<file path="config.mk">
export PLATFORM = sky130hd
export DESIGN_NAME = load_store_unit
export DESIGN_NICKNAME = d
export VERILOG_FILES = /design/src/rtl/load_store_unit.sv
export SDC_FILE = /design/constraint.sdc
export NUM_CORES = 1
export LEC_CHECK = 0
export ABC_AREA = 1
export CORE_MARGIN = 2
export CORE_UTILIZATION = 39
export CTS_CLUSTER_DIAMETER = 200
export CTS_CLUSTER_SIZE = 12
export DETAILED_ROUTE_END_ITERATION = 7
export PLACE_DENSITY = 0.89
export SLEW_MARGIN = 20
export SYNTH_ARGS = -nofsm -noshare
export SYNTH_HDL_FRONTEND = slang
export SYNTH_SLANG_ARGS = --single-unit
</file>
<file path="constraint.sdc">
create_clock -name clk -period 1.4 [get_ports clk]
set_clock_uncertainty 0.1 [all_clocks]
set_input_delay 0.28 -clock clk [delete_from_list [all_inputs] [get_ports clk]]
set_output_delay 0.28 -clock clk [all_outputs]
set_load 0.05 [all_outputs]
</file>
<file path="src/rtl/load_store_unit.sv">
// rtl/load_store_unit.sv - RV32 load/store unit driving a word-wide DMem port with byte enables
module load_store_unit #(
    parameter int READ_LATENCY = 1
) (
    input  logic        clk,
    input  logic        rst,
    input  logic        req_valid,
    output logic        req_ready,
    input  logic        req_store,
    input  logic [2:0]  req_funct3,
    input  logic [31:0] req_addr,
    input  logic [31:0] req_wdata,
    output logic        resp_valid,
    output logic [31:0] resp_rdata,
    output logic        resp_err,
    output logic [31:0] mem_addr,
    output logic [31:0] mem_wdata,
    output logic [3:0]  mem_we,
    output logic        mem_rd,
    input  logic [31:0] mem_rdata
);
    typedef enum logic [1:0] {IDLE, ACCESS, RESP} state_t;

    localparam logic [1:0] LAST_CNT = 2'(READ_LATENCY - 1);

    state_t      state, state_d;
    logic [1:0]  cnt, cnt_d;
    logic [1:0]  off, off_d;
    logic [2:0]  f3, f3_d;
    logic        is_load, is_load_d;
    logic        req_ready_d, resp_valid_d, resp_err_d, mem_rd_d;
    logic [31:0] resp_rdata_d, mem_addr_d, mem_wdata_d;
    logic [3:0]  mem_we_d;
    logic        req_err;
    logic [31:0] lane;

    always_comb begin
        case (req_funct3)
            3'b000:  req_err = 1'b0;
            3'b001:  req_err = req_addr[0];
            3'b010:  req_err = |req_addr[1:0];
            3'b100:  req_err = req_store;
            3'b101:  req_err = req_store | req_addr[0];
            default: req_err = 1'b1;
        endcase
    end

    assign lane = mem_rdata >> {off, 3'b000};

    always_comb begin
        state_d      = state;
        cnt_d        = cnt;
        off_d        = off;
        f3_d         = f3;
        is_load_d    = is_load;
        req_ready_d  = 1'b0;
        resp_valid_d = 1'b0;
        resp_err_d   = 1'b0;
        resp_rdata_d = 32'h0;
        mem_rd_d     = 1'b0;
        mem_we_d     = 4'b0000;
        mem_addr_d   = mem_addr;
        mem_wdata_d  = mem_wdata;
        case (state)
            IDLE: begin
                req_ready_d = 1'b1;
                if (req_valid && req_ready) begin
                    req_ready_d = 1'b0;
                    off_d       = req_addr[1:0];
                    f3_d        = req_funct3;
                    is_load_d   = ~req_store;
                    cnt_d       = 2'd0;
                    if (req_err) begin
                        state_d      = RESP;
                        resp_valid_d = 1'b1;
                        resp_err_d   = 1'b1;
                    end else begin
                        state_d    = ACCESS;
                        mem_addr_d = {req_addr[31:2], 2'b00};
                        if (req_store) begin
                            // Lanes are replicated so the enabled bytes always carry the right data
                            case (req_funct3)
                                3'b000: begin
                                    mem_we_d    = 4'b0001 << req_addr[1:0];
                                    mem_wdata_d = {4{req_wdata[7:0]}};
                                end
                                3'b001: begin
                                    mem_we_d    = 4'b0011 << req_addr[1:0];
                                    mem_wdata_d = {2{req_wdata[15:0]}};
                                end
                                default: begin
                                    mem_we_d    = 4'b1111;
                                    mem_wdata_d = req_wdata;
                                end
                            endcase
                        end else begin
                            mem_rd_d = 1'b1;
                        end
                    end
                end
            end
            ACCESS: begin
                if (!is_load) begin
                    state_d      = RESP;
                    resp_valid_d = 1'b1;
                end else if (cnt == LAST_CNT) begin
                    state_d      = RESP;
                    resp_valid_d = 1'b1;
                    case (f3)
                        3'b000:  resp_rdata_d = {{24{lane[7]}}, lane[7:0]};
                        3'b001:  resp_rdata_d = {{16{lane[15]}}, lane[15:0]};
                        3'b100:  resp_rdata_d = {24'h0, lane[7:0]};
                        3'b101:  resp_rdata_d = {16'h0, lane[15:0]};
                        default: resp_rdata_d = lane;
                    endcase
                end else begin
                    cnt_d    = cnt + 2'd1;
                    mem_rd_d = 1'b1;
                end
            end
            RESP: begin
                state_d     = IDLE;
                req_ready_d = 1'b1;
            end
            default: begin
                state_d     = IDLE;
                req_ready_d = 1'b1;
            end
        endcase
    end

    always_ff @(posedge clk) begin
        if (rst) begin
            state      <= IDLE;
            cnt        <= 2'd0;
            off        <= 2'd0;
            f3         <= 3'd0;
            is_load    <= 1'b0;
            req_ready  <= 1'b1;
            resp_valid <= 1'b0;
            resp_err   <= 1'b0;
            resp_rdata <= 32'h0;
            mem_addr   <= 32'h0;
            mem_wdata  <= 32'h0;
            mem_we     <= 4'b0000;
            mem_rd     <= 1'b0;
        end else begin
            state      <= state_d;
            cnt        <= cnt_d;
            off        <= off_d;
            f3         <= f3_d;
            is_load    <= is_load_d;
            req_ready  <= req_ready_d;
            resp_valid <= resp_valid_d;
            resp_err   <= resp_err_d;
            resp_rdata <= resp_rdata_d;
            mem_addr   <= mem_addr_d;
            mem_wdata  <= mem_wdata_d;
            mem_we     <= mem_we_d;
            mem_rd     <= mem_rd_d;
        end
    end
endmodule
</file>
==> reports/metrics.yaml, run 1 <==
run_status: "finished with violations"
failed_checks: "setup timing"
avgRoutedWirePerCell_um: 16.6
stage_log_warnings: 29
cts_htree_levels: 3
drcViolationCount: 0
yosys_cells: 739
power.share.sequential_pct: 40.3
worst_ep_required_time_ns: 1.59
detailedRoute.firstPassIterationCount: 7
mostFrequentLayoutCells: "sky130_fd_sc_hd__nand2_1, sky130_fd_sc_hd__nor2_1, sky130_fd_sc_hd__buf_12"
floorplan.die_area_mm2: 0.0136
floorplanUtilization_pct: 39.5
grtUsageTotal_pct: 24.6
grt_first_pass_wirelength_um: 25800
ys.warnings.count: 0
totalWireLength_um: 19300
p_sw_share_pct: 31.2
clock_tree.buffer_depth: 2
layout_setup_ws_ns: -0.103
worstPathCellList: "nor3_4, nand3_4, buf_6, buf_16, nand2_2, nand2_1, nor2_1"
cp_data_arrival_time_ns: 1.70
power_leakage_nw: 4.32
critical_path.top_delay_family: "simple AND/OR/NAND/NOR gates"
routed-via-count: 5950
critical_path.max_fanout: 5
setup_violations: 62
cts_buffers: 9
synthToLayoutAreaGrowth_pct: 92.9
drive_gt1_share_pct: 28.7
detailedPlace.worstSlack_ns: -0.529
worst_setup_hold_path_clk_slew_ns: 0.08
worst-path-buf-inv: 2
vias_in_the_first_global_route: 5437
maxCapViolCount: 0
cts_hold_buffers: 0
cts_sinks: 112
unrepaired_setup_endpoints_after_global_routing: "yes"
fin_cells: 1159
portBuffers: 204
comb_power_share_pct: 29.0
globalRouteOverflowTotal: 0
layout.filler_cells: 747
timing.final.hold_violations: 0
postPlaceCellArea_mm2: 0.00848
seq_area_frac_synth_pct: 45.5
hold_path_class: "primary input to flop"
synthDistinctLibCells: 28
setup_total_negative_slack_ns: -2.92
detail_route.iter0.violations: 718
yosys-stat-area_mm2: 0.00493
-- run 1: worst paths after layout --
kind                              start                          to  slack, ns  cells after the start
hold / removal              req_addr[1]        mem_we[0]$_SDFF_PP0_       0.28                      4
hold reg to reg     cnt[0]$_SDFFE_PP0P_         cnt[0]$_SDFFE_PP0P_       0.34                      1
setup reg to reg  state[0]$_SDFFE_PP0P_  mem_wdata[27]$_SDFFE_PP0P_      -0.10                      7
setup / recovery  state[0]$_SDFFE_PP0P_  mem_wdata[27]$_SDFFE_PP0P_      -0.10                      7
-- run 1: kinds of logic (layout without fill, tap and decap cells) --
| logic type | after synthesis | count (layout) | share of synthesized area (%) |
|---|---|---|---|
| and+or+nand+nor | 404 | 406 | 33.0 |
| buffers and inverters | 116 | 360 | 10.1 |
| DFF | 112 | 112 | 45.5 |
| AOI/OAI and AO/OA | 105 | 105 | 11.0 |
| adders and majority gates | 1 | 1 | 0.254 |
| other | 1 | 3 | 0.0761 |
-- run 1: worst min-delay path, stage by stage --
cell and delay [ns]:
sky130_fd_sc_hd__dlygate4sd2_1 0.23, sky130_fd_sc_hd__nor2_2 0.05, sky130_fd_sc_hd__nor2_1 0.10, sky130_fd_sc_hd__nor2_1 0.05
-- run 1: layout make-up --
| class | count | area, um2 | share of cell area [%] |
|---|---|---|---|
| inverter | 75 | 302 | 3.17 |
| timing repair buffer | 269 | 3920 | 41.3 |
| antenna | 1 | 2.50 | 0.0263 |
| clock inverter | 6 | 68.8 | 0.724 |
| clock buffer | 10 | 229 | 2.41 |
| tap | 172 | 215 | 2.26 |
| multi-input combinational | 514 | 2520 | 26.5 |
| sequential | 112 | 2250 | 23.7 |
-- run 1: routing by layer --
metal,track usage [%],share of wire (%)
met5,0,0.13
met4,11.9,4.7
met3,8.15,11
met2,43.5,50
met1,26.2,35
-- run 1: metrics by stage --
| step | hold slack [ns] | power, mW | utilization (%) |
|---|---|---|---|
| global placement | 0.339 | 5.62 | 68.0 |
| CTS | 0.279 | 8.31 | 71.9 |
| floorplan | 0.249 | 4.55 | - |
| detailed placement | 0.359 | 5.66 | 68.0 |
| global route | 0.343 | 8.90 | 76.3 |
| finish | 0.280 | 8.59 | 76.3 |
-- run 1: synthesized netlist by cell type (all sizes together) --
master	count	area share, %
nor3	4	0.63
buf	29	3.5
clkinv	1	0.076
clkbuf	12	0.94
o21ai	70	7.1
a211oi	2	0.30
nand4	1	0.13
a21oi	25	2.5
a22o	1	0.18
ha	1	0.25
nand3	51	5.5
conb	1	0.076
inv	74	5.6
or2	1	0.13
nor2	145	11
dfxtp	112	45
nand2	202	15
a31oi	7	0.89
-- run 1: registers in the layout (all words and copies together), names as in the netlist --
signal      count
resp_valid      1
mem_rd          1
resp_err        1
req_ready       1
mem_we          4
off             2
resp_rdata     32
is_load         1
state           2
f3              3
mem_wdata      32
cnt             2
mem_addr       30
-- run 1: power groups by stage --
stage               combinational (mW)  sequential [mW]  clock (mW)
floorplan                        0.735             3.82           0
global placement                  2.10             3.52           0
detailed placement                2.14             3.52           0
CTS                               2.21             3.45        2.65
global route                      2.63             3.48        2.79
finish                            2.49             3.46        2.64
Run 1, PDN straps and rails:
Scale bar: 20 um. Pins as bars on the die edge. Tap cells in gray.
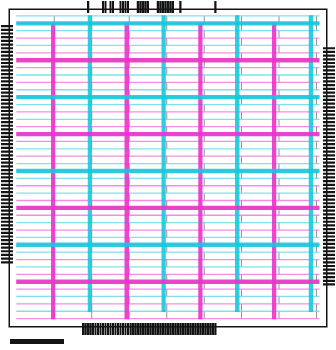
legend:
  cyan:
    net: VDD
  magenta:
    net: VSS
rows: 41
met5 straps: 8
vertical die dimension: 116 um
width of the chip: 116 um
core region area: 0.0125 mm2
Worst IR Drop VDD: 0.737 mV

Run 1, placement by cell class:
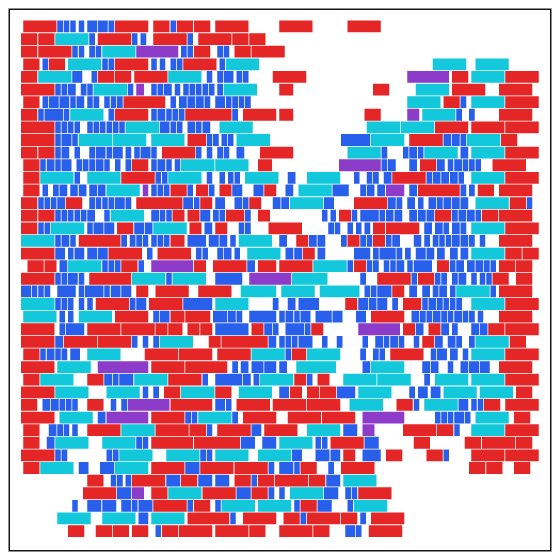
legend:
  purple:
    class: clock drivers and dummy loads
    cells: 16
    share_of_their_area: 3.2%
  red:
    class: remaining buffers and delay cells
    cells: 269
    share_of_their_area: 42%
  blue:
    class: remaining logic cells
    cells: 589
    share_of_their_area: 30%
  cyan:
    class: registers
    cells: 112
    share_of_their_area: 24%
count of standard-cell rows: 41
flip-flop and latch share of the layout cell area: 23.7%
Layout Cell Area excl Fill: 0.00951 mm2
share of the core filled with cells in the final layout: 76.3%

Run 1, routed clock nets over the placement:
Scale bar: 20 um.
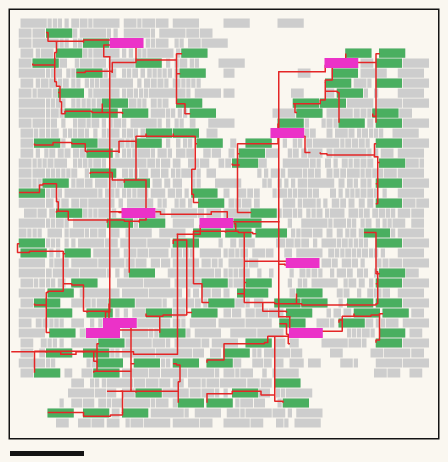
legend:
  green:
    item: flip-flops
    count: 112
  magenta:
    item: clock-net drivers
    count: 9
  red:
    item: clock wires
    length: 1320 um
flops lie: all over the die
routed clock nets: 10
fraction of power consumed by the clock network: 30.7%
Clk power: 2.64 mW
source-to-sink clock delay at the later pin of the worst-skew pair: 0.35 ns

--- run 2 (diff from run 1) ---
--- a/config.mk
+++ b/config.mk
@@ -11,7 +11,9 @@
 export CTS_CLUSTER_DIAMETER = 200
 export CTS_CLUSTER_SIZE = 12
 export DETAILED_ROUTE_END_ITERATION = 7
+export HOLD_SLACK_MARGIN = 0.08
 export PLACE_DENSITY = 0.89
+export SKIP_CTS_REPAIR_TIMING = 1
 export SLEW_MARGIN = 20
 export SYNTH_ARGS = -nofsm -noshare
 export SYNTH_HDL_FRONTEND = slang
Run 2, routed clock nets over the placement:
Scale bar: 20 um.
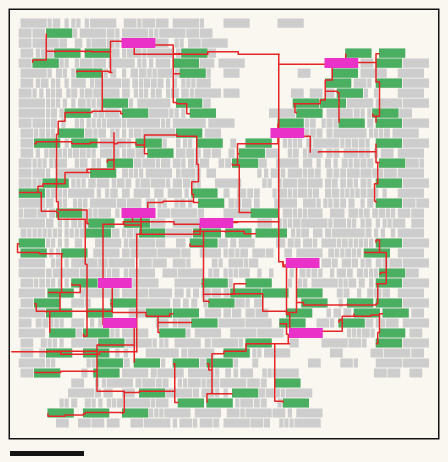
legend:
  green:
    item: flip-flops
    count: 112
  magenta:
    item: clock-net drivers
    count: 9
  red:
    item: clock wires
    length: 1350 um
routed clock nets: 10
flops lie: all over the die
fraction of power consumed by the clock network: 30.6%

Run 2, clock routing:
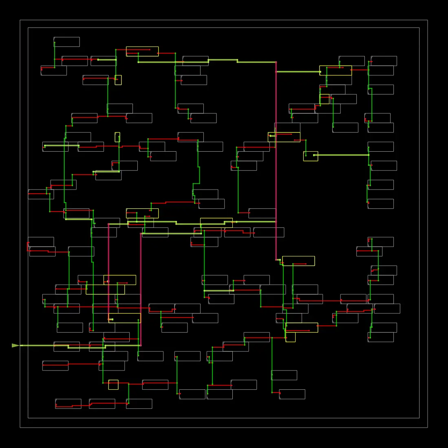
tally of clock buffers in the finished layout: 10
cts bufs inserted: 9

==> run 2 against run 1 <==
  * The run still ends with setup timing left
  * Worst setup slack got worse by 0.057 ns
  * Utilization fell by 0.39 points
  * Synthesized cell count did not move
  * Sequential power barely moved
  * Non-clock buffer count rose by 2
  * Clock power barely moved
  * Via count rose by 2.6%
  * Fmax fell by 3.7%
  * Routed wire length rose by 2.5%
  * Critical endpoint is now mem_wdata[23]$_SDFFE_PP0P_
  * Highest routed layer is now met4
==> reports/metrics.yaml, run 2 <==
run_status: "finished with violations"  # unchanged
failed_checks: "setup timing"  # unchanged
setup_total_negative_slack_ns: -4.54  # was -2.92 ns
unrepaired_setup_endpoints_after_global_routing: "yes"  # unchanged
cp_data_arrival_time_ns: 1.74  # was 1.70 ns
drcViolationCount: 0  # unchanged
async_sr_flop_fraction_pct: 0  # unchanged
yosysMostFrequentCell: "sky130_fd_sc_hd__nand2_1"  # unchanged
core_mm2: 0.0125  # unchanged
globalRouteOverflowTotal: 0  # unchanged
worst_ep_required_time_ns: 1.58  # was 1.59 ns
logic_cell_area_mm2: 0.00249  # was 0.00252 mm2
setup_violations: 62  # unchanged
sequential_cell_area_mm2: 0.00225  # about the same
worstHoldEndpoint: "mem_we[0]$_SDFF_PP0_"  # unchanged
detailedRoute.firstPassIterationCount: 7  # unchanged
yosys.area_share.adder_pct: 0.254  # unchanged
die-width_um: 116  # unchanged
yosys-stat-area_mm2: 0.00493  # unchanged
timing.hold.worst_path_depth: 4  # unchanged
cts_sinks: 112  # unchanged
power.share.sequential_pct: 40.1  # was 40.3%
clock_insertion_delay_worst_skew_ns: 0.35  # about the same
cts_htree_levels: 3  # unchanged
synth.comb.largest_family: "simple AND/OR/NAND/NOR gates"  # unchanged
grtUsageTotal_pct: 23.5  # was 24.6%
ys_sh_xor_pct: 0  # unchanged
post_synth_ao_oa_area_fraction_pct: 11.0  # unchanged
detail_route.iter0.violations: 902  # was 718
worstReg2RegStart: "req_ready$_SDFF_PP1_"  # was state[0]$_SDFFE_PP0P_
drive_gt1_share_pct: 27.2  # was 28.7%
mostFrequentLayoutCells: "sky130_fd_sc_hd__nand2_1, sky130_fd_sc_hd__nor2_1, sky130_fd_sc_hd__buf_12"  # unchanged
timing.rr.end: "mem_wdata[25]$_SDFFE_PP0P_"  # was mem_wdata[27]$_SDFFE_PP0P_
routed-via-count: 6103  # was 5950
reg2reg_slack_ns: -0.16  # was -0.10 ns
grt_first_pass_wirelength_um: 24800  # was 25800 um
simple_gate_area_share_pct: 33.0  # unchanged
n_antenna_cell: 0  # was 1
critical_path.max_fanout: 11  # was 5
fin_cells: 1161  # was 1159
totalWireLength_um: 19700  # was 19300 um
yosys_cells: 739  # unchanged
avgRoutedWirePerCell_um: 17.0  # was 16.6 um
timing.final.hold_violations: 0  # unchanged
synthDominantAreaCellType: "sky130_fd_sc_hd__dfxtp_1"  # unchanged
synthDistinctLibCells: 28  # unchanged
layout_setup_ws_ns: -0.161  # was -0.103 ns
stage_log_warnings: 28  # was 29
vias_in_the_first_global_route: 5293  # was 5437
count_of_standard_cell_rows: 41  # unchanged
floorplanUtilization_pct: 39.5  # unchanged
[run 2: cell count changes in the layout (fill, tap and decap cells not counted), sizes merged]
cell and change:
inv +1, clkdlybuf4s50 +1, diode -1, dlygate4sd2 -7
buf +1, clkinv -1, nand3 +1, clkbuf +1
dlymetal6s2s +6
[run 2: cells by family after synthesis]
| kind of cell | after synthesis |
|---|---|
| fa+ha+maj | 1 |
| buf+inv | 116 |
| simple gates | 404 |
| other cells | 1 |
| flops | 112 |
| compound gates | 105 |
[run 2: cell type report]
class / count / share of cell area [%]
timing repair buffer: 271 / 41.3
multi-input combinational: 515 / 26.4
sequential: 112 / 23.8
inverter: 75 / 3.06
clock buffer: 10 / 2.42
tap: 172 / 2.28
clock inverter: 6 / 0.728
[run 2: how the worst max path moves through the flow]
stage | start | endpoint | slack, ns | depth (start not counted)
finish | req_store | mem_wdata[23]$_SDFFE_PP0P_ | -0.16 | 9
global placement | req_valid | mem_wdata[11]$_SDFFE_PP0P_ | -0.48 | 7
detailed placement | req_funct3[1] | mem_wdata[25]$_SDFFE_PP0P_ | -0.53 | 8
CTS | req_funct3[1] | mem_wdata[8]$_SDFFE_PP0P_ | -0.17 | 8
global route | req_ready$_SDFF_PP1_ | mem_wdata[23]$_SDFFE_PP0P_ | -0.30 | 7
floorplan | req_ready$_SDFF_PP1_ | mem_addr[22]$_SDFFE_PP0P_ | -0.07 | 6
[run 2: per-layer routing]
layer,GRT usage (%),wire length (um),vias up
met3,8.15,2480,119
met4,10.8,1020,0
li1,-,-,2795
met1,25.3,6560,2689
met2,41.6,9670,500
met5,0,0,-
[run 2: power by group through the flow]
stage,clock network (mW),registers [mW],logic [mW]
2_1_floorplan,0,3.82,0.735
3_3_place_gp,0,3.52,2.10
3_5_place_dp,0,3.52,2.14
4_1_cts,2.65,3.45,2.15
5_1_grt,2.81,3.47,2.66
6_report,2.64,3.46,2.52
[run 2: worst max-delay path: stages]
cell	delay [ns]
sky130_fd_sc_hd__clkdlybuf4s50_1	0.49
sky130_fd_sc_hd__nand2_1	0.07
sky130_fd_sc_hd__nand3_2	0.09
sky130_fd_sc_hd__nand2_4	0.09
sky130_fd_sc_hd__buf_12	0.14
sky130_fd_sc_hd__nand3_4	0.17
sky130_fd_sc_hd__clkbuf_16	0.20
sky130_fd_sc_hd__nor2_1	0.04
sky130_fd_sc_hd__nor2_1	0.17
[run 2: through the flow]
stage                     util (%)  instance area (um2)  setup slack [ns]
final                         75.9                 9460            -0.161
after global routing          75.9                 9460            -0.305
after CTS                     70.4                 8780            -0.165
after detailed placement      68.0                 8480            -0.529
after floorplan                  -                 4990           -0.0679
after global placement        68.0                 8480            -0.478
--- run 3 (diff from run 2) ---
--- a/config.mk
+++ b/config.mk
@@ -12,7 +12,9 @@
 export CTS_CLUSTER_SIZE = 12
 export DETAILED_ROUTE_END_ITERATION = 7
 export HOLD_SLACK_MARGIN = 0.08
+export MAX_ROUTING_LAYER = met4
 export PLACE_DENSITY = 0.89
+export SETUP_SLACK_MARGIN = 0.3
 export SKIP_CTS_REPAIR_TIMING = 1
 export SLEW_MARGIN = 20
 export SYNTH_ARGS = -nofsm -noshare
Run 3, PDN straps and rails:
Scale bar: 20 um. Pins as bars on the die edge. Tap cells in gray.
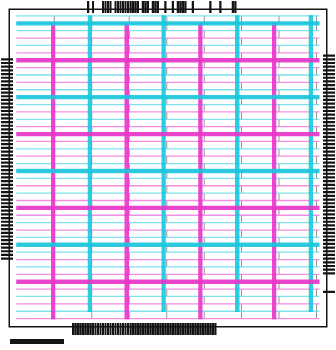
legend:
  cyan:
    net: VDD
  magenta:
    net: VSS
met5 straps: 8
met4 straps: 8
rows: 41
met1 rails: 42
tap cells: 172
Worst IR Drop VDD: 0.639 mV

Run 3, routed metal, one color a layer:
Scale bar: 20 um. Two of the layers only.
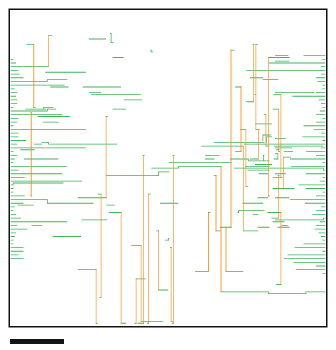
legend:
  green:
    layer: M3
    wire_length: 1420 um
  orange:
    layer: M4
    wire_length: 930 um
overall via count from detail_route: 5943
total global routing track utilization: 25.4%
routed wirelength normalized by instance count: 17.4 um
WL final: 20300 um

==> run 3 against run 2 <==
  * The flow still finishes with violations (setup timing)
  * Non-clock buffer count up 7
  * Design area is 5.1% higher
  * Global-route usage is 1.9 points higher
  * Critical path depth fell by 2
  * Sequential power about the same
  * Critical path type is now flop to flop
  * Critical endpoint is now mem_addr[16]$_SDFFE_PP0P_
  * Largest cell class unchanged
==> reports/metrics.yaml, run 3 <==
portBuffers: 204  # unchanged
synthDistinctLibCells: 28  # unchanged
yosys_cells: 739  # unchanged
slowest_delay_ns: 0.36  # was 0.49 ns
unrepaired_setup_endpoints_after_global_routing: "yes"  # unchanged
drive_gt1_share_pct: 44.1  # was 27.2%
yosys-stat-area_mm2: 0.00493  # unchanged
power_density_mw_per_mm2: 892  # was 911 mW/mm2
cts_sinks: 112  # unchanged
mostFrequentLayoutCells: "sky130_fd_sc_hd__nand2_1, sky130_fd_sc_hd__nor2_1, sky130_fd_sc_hd__buf_12"  # unchanged
core_mm2: 0.0125  # unchanged
power.share.sequential_pct: 39.3  # was 40.1%
cell_area_synth_mm2: 0.00493  # unchanged
floorplanUtilization_pct: 39.5  # unchanged
drcViolationCount: 0  # unchanged
globalRouteOverflowTotal: 0  # unchanged
detail_route.iter0.violations: 531  # was 902
stage_log_warnings: 28  # unchanged
hold_path_class: "primary input to flop"  # unchanged
grt_first_pass_wirelength_um: 25900  # was 24800 um
fmax_mhz: 652  # was 641 MHz
ys_top_cells_by_count: "sky130_fd_sc_hd__nand2_1, sky130_fd_sc_hd__nor2_1, sky130_fd_sc_hd__dfxtp_1, sky130_fd_sc_hd__o21ai_0, sky130_fd_sc_hd__inv_1"  # unchanged
syn_area_per_cell_um2: 6.67  # unchanged
topCellsByArea: "sky130_fd_sc_hd__dfxtp_1, sky130_fd_sc_hd__nand2_1, sky130_fd_sc_hd__nor2_1"  # unchanged
fraction_of_the_cycle_the_final_worst_path_needs_pct: 110  # was 111%
type_of_element_capturing_the_critical_path: "flop"  # unchanged
synthToLayoutAreaGrowth_pct: 102  # was 91.9%
worst_ep_required_time_ns: 1.57  # was 1.58 ns
yosys_most_used_dff: "sky130_fd_sc_hd__dfxtp_1"  # unchanged
pin_count_of_the_biggest_net_entering_global_routing: 44  # was 41
dr_wl_met3_um: 1420  # was 2480 um
run_status: "finished with violations"  # unchanged
clkPwrFrac_pct: 29.8  # was 30.6%
layout_top_cell_excl_fill_tap: "sky130_fd_sc_hd__nand2_1"  # unchanged
cp_data_arrival_time_ns: 1.70  # was 1.74 ns
worst_hold_slack_ns: 0.278  # was 0.184 ns
post-dp-hpwl_um: 12700  # was 12300 um
clock_insertion_delay_worst_skew_ns: 0.36  # was 0.35 ns
floorplan.die_area_mm2: 0.0136  # unchanged
antenna_found_initial: 1  # was 0
worstPathCellList: "nand2_4, nor3_4, nand2_4, clkinv_8, buf_6, nor2_1, nor2_1"  # was clkdlybuf4s50_1, nand2_1, nand3_2, nand2_4, buf_12, nand3_4, clkbuf_16, nor2_1, nor2_1
async_sr_flop_fraction_pct: 0  # unchanged
m1_wl_um: 7200  # was 6560 um
failed_checks: "setup timing"  # unchanged
detailedPlace.worstSlack_ns: -0.535  # was -0.529 ns
met2RoutedLength_um: 10700  # was 9670 um
power_leakage_nw: 4.58  # was 4.33 nW
comb_power_share_pct: 30.9  # was 29.3%
vias_in_the_first_global_route: 5414  # was 5293
count_of_standard_cell_rows: 41  # unchanged
cts_tree: "built"  # unchanged
worst_setup_hold_path_clk_slew_ns: 0.08  # was 0.09 ns
yosysTopAreaCellShare_pct: 45.5  # unchanged
internal-power_mw: 6.03  # was 5.92 mW
yosysMostFrequentCell: "sky130_fd_sc_hd__nand2_1"  # unchanged
critical_path_class: "flop to flop"  # was primary input to flop
cts_buffers: 9  # unchanged
slowest_stage: "sky130_fd_sc_hd__dfxtp_4"  # was sky130_fd_sc_hd__clkdlybuf4s50_1
p_sw_share_pct: 32.1  # was 31.3%
startpoint_type: "flop"  # was primary input
clock_tree.root_cell: "sky130_fd_sc_hd__clkbuf_16"  # unchanged
maxCapViolCount: 0  # unchanged
die-width_um: 116  # unchanged
setup_violations: 35  # was 62
detailedRoute.firstPassIterationCount: 5  # was 7
cts_htree_levels: 3  # unchanged
share_of_the_core_filled_with_cells_in_the_final_layout_pct: 79.8  # was 75.9%
ys.warnings.count: 0  # unchanged
critical_path.max_fanout: 8  # was 11
synthDominantAreaCellType: "sky130_fd_sc_hd__dfxtp_1"  # unchanged
floorplan.die.height_um: 116  # unchanged
enable_flop_cells: 0  # unchanged
timing.final.hold_violations: 0  # unchanged
reg.largest.list: "mem_wdata (32), resp_rdata (32), mem_addr (30)"  # unchanged
routed.top_layer: "met4"  # unchanged
clock_tree.buffer_depth: 2  # unchanged
seq_area_frac_synth_pct: 45.5  # unchanged
layout_setup_ws_ns: -0.133  # was -0.161 ns
-- run 3: cells by family after synthesis --
group | Yosys count | synth area share (%)
flip-flops | 112 | 45.5
buffers and inverters | 116 | 10.1
AND-OR/OR-AND | 105 | 11.0
adder cells (fa/ha/maj) | 1 | 0.254
other | 1 | 0.0761
AND/OR/NAND/NOR | 404 | 33.0
-- run 3: cell type report --
class / count / area, um2
antenna: 1 / 2.50
clock buffer: 12 / 268
clock inverter: 4 / 31.3
fill: 730 / 2520
inverter: 75 / 319
multi-input combinational: 513 / 2780
sequential: 112 / 2400
tap: 172 / 215
timing repair buffer: 278 / 3930
-- run 3: power by group through the flow --
stage | Combinational (mW) | Clock (mW) | Sequential (mW)
after floorplan | 0.871 | 0 | 3.82
after global placement | 2.20 | 0 | 3.53
after detailed placement | 2.25 | 0 | 3.53
after CTS | 2.26 | 2.64 | 3.46
after global routing | 2.89 | 2.80 | 3.50
final | 2.75 | 2.64 | 3.49
-- run 3: through the flow --
step                      cells  power, mW  TNS [ns]  instance area, um2
final                      1167       8.87    -0.993                9940
after global routing       1167       9.19     -5.70                9940
after CTS                  1145       8.36     -8.53                8950
after detailed placement   1129       5.78    -41.60                8650
after global placement     1129       5.72    -36.93                8650
after floorplan             740       4.69     -3.99                5210
-- run 3: final timing paths --
kind	start	endpoint	slack [ns]	cells past startpoint
hold / removal	req_funct3[1]	f3[1]$_SDFFE_PP0P_	0.28	4
setup reg to reg	req_ready$_SDFF_PP1_	mem_addr[16]$_SDFFE_PP0P_	-0.13	7
hold reg to reg	cnt[0]$_SDFFE_PP0P_	cnt[0]$_SDFFE_PP0P_	0.36	1
setup / recovery	req_ready$_SDFF_PP1_	mem_addr[16]$_SDFFE_PP0P_	-0.13	7
-- run 3: routing by layer --
layer | vias up | GRT usage (%)
li1 | 2798 | -
met1 | 2775 | 28.8
met2 | 303 | 43.5
met3 | 67 | 5.29
met4 | 0 | 10.9
met5 | - | -
-- run 3: worst max-delay path: cells and delay by family (launching register included) --
family                 cells  cell delay, ns
buffers and inverters      2            0.25
DFF                        1            0.36
and+or+nand+nor            5            0.72
Power and IR drop assume default switching activity.
